Design rgb2gray_frame_ctrl_flat, sky130hd; sources not shown.
**Clock wires, drivers and flops**

(1.5 px per um)
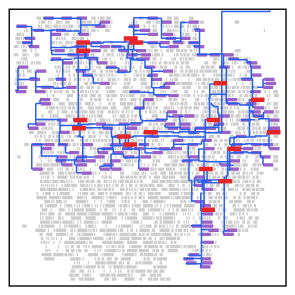
[blue] clock wires | length: 2520 um
[red] cells driving clock nets | count: 17
[purple] flip-flops | count: 193
routed clock nets	18
clk_lat worst skew: 0.46 ns
Clk. pwr: 1.01 mW
Clk pwr share: 0.174

**I/O nets highlighted**

(2 px per um)
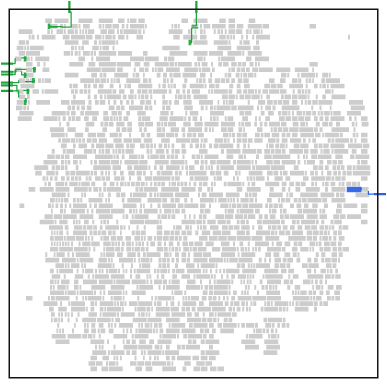
color	port	bits	direction	edge	end cells	buffers	wire
blue	`bus_m_eof`	1	output	right	1	1	6.60 um
green	`bus_s_b`	8	input	6 left, 2 top	8	8	101 um
I/O pins: 102
port bufs: 101

**Placement view**

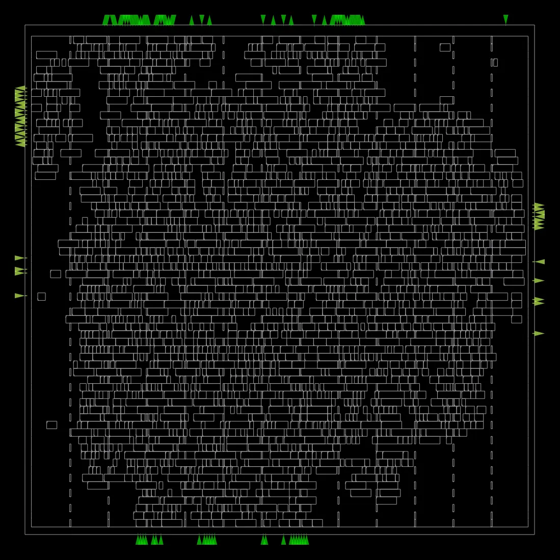
fill cell count: 2809
seq_cells: 193
row cnt: 65

**Register map, names as in the netlist**

(1.5 px per um)
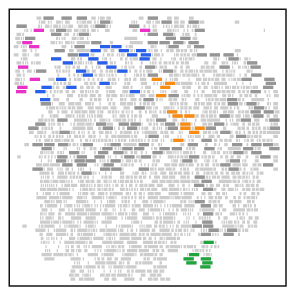
color	name in the netlist	sequential cells
orange	`u_core.width_q`	12
blue	`u_core.out_cnt`	24
green	`u_core.wdog`	7
magenta	`u_core.bus.cv_b`	8
not colored	142
flop share of the area: 0.213
sequential standard cell area: 0.00386 mm2
Util after Layout: 0.573

==> run_results.csv <==
group,metric,value,unit
synthesis,syn-mean-instance-area,7.92,um2
synthesis,ys_cells,2036,
placement,dp_hpwl,32.9,mm
detailed_routing,drt-vias-per-instance,5.99,
synthesis,synthTopCellsByCount,"nand2_1 (316), dfxtp_1 (193), inv_1 (192), a21oi_1 (151), ha_1 (125)",
finish,clkCellAreaFrac,0.0337,
synthesis,synth.area.top_cells,"dfxtp_1 (24%), fa_1 (12%), ha_1 (9.7%)",
global_routing,met2_usage,0.455,
outcome,status,"complete, no violations",
placement,placed_cells,2458,
timing,finalHoldViolations,0,
floorplan,fp-utilization,0.509,
detailed_routing,wl,43.5,mm
critical_path,arrival,6.71,ns
synthesis,synth_chip_area,0.0161,mm2
clock_network,cts.htree.levels,4,
critical_path,worst-path-buf-inv,6,
critical_path,worstPathMaxFanout,8,
placement,dpl-instance-area,0.0175,mm2
timing,finalSetupViolations,0,
synthesis,synth.logic.top_family,"simple AND/OR/NAND/NOR gates",
critical_path,cp.depth,20,
synthesis,most_common_cell,"nand2_1",
synthesis,ys_sh_xor,0.0580,
critical_path,cpMaxStageDelayCell,"clkdlybuf4s50_1",
finish,layout_top_cell,"nand2_1",
run,drv_cap,0,
finish,syn2layout_area_growth,12.4,%
finish,comb_share,0.610,
synthesis,synth-main-ff-cell,"dfxtp_1",
critical_path,cp_cell_sequence,"clkdlybuf4s50_1 -> buf_4 -> nand2_1 -> fa_1 -> fa_1 -> inv_1 -> ha_1 -> fa_1 -> inv_1 -> fa_1 -> inv_1 -> ha_1 -> nand3_1 -> o2111ai_1 -> a2111oi_0 -> buf_4 -> nor3_1 -> or4_1 -> a31oi_1 -> nor2_1",
global_routing,grtUsageMet1,0.330,
finish,clock_buffers,17,
global_routing,grtUsageMet3,0.0372,
synthesis,syn_area,0.0161,mm2
pwr,p_int,3.06,mW
finish,finalNonFillerCells,2490,
critical_path,cp-end-kind,"flop",
finish,logic_area,0.0111,mm2
finish,num-nonclk-buffers,148,
timing,finalSetupTns,0,ns
synthesis,ys_sh_aoi,0.143,
pwr,switchingPower,2.75,mW
finish,fin_nets,2361,
run,log.warning_count,32,
finish,drive_above_1_share,0.0517,
detailed_routing,dr_wl_met3,2.40,mm
Power figures rest on the tool's default switching activity, not on a simulated workload.
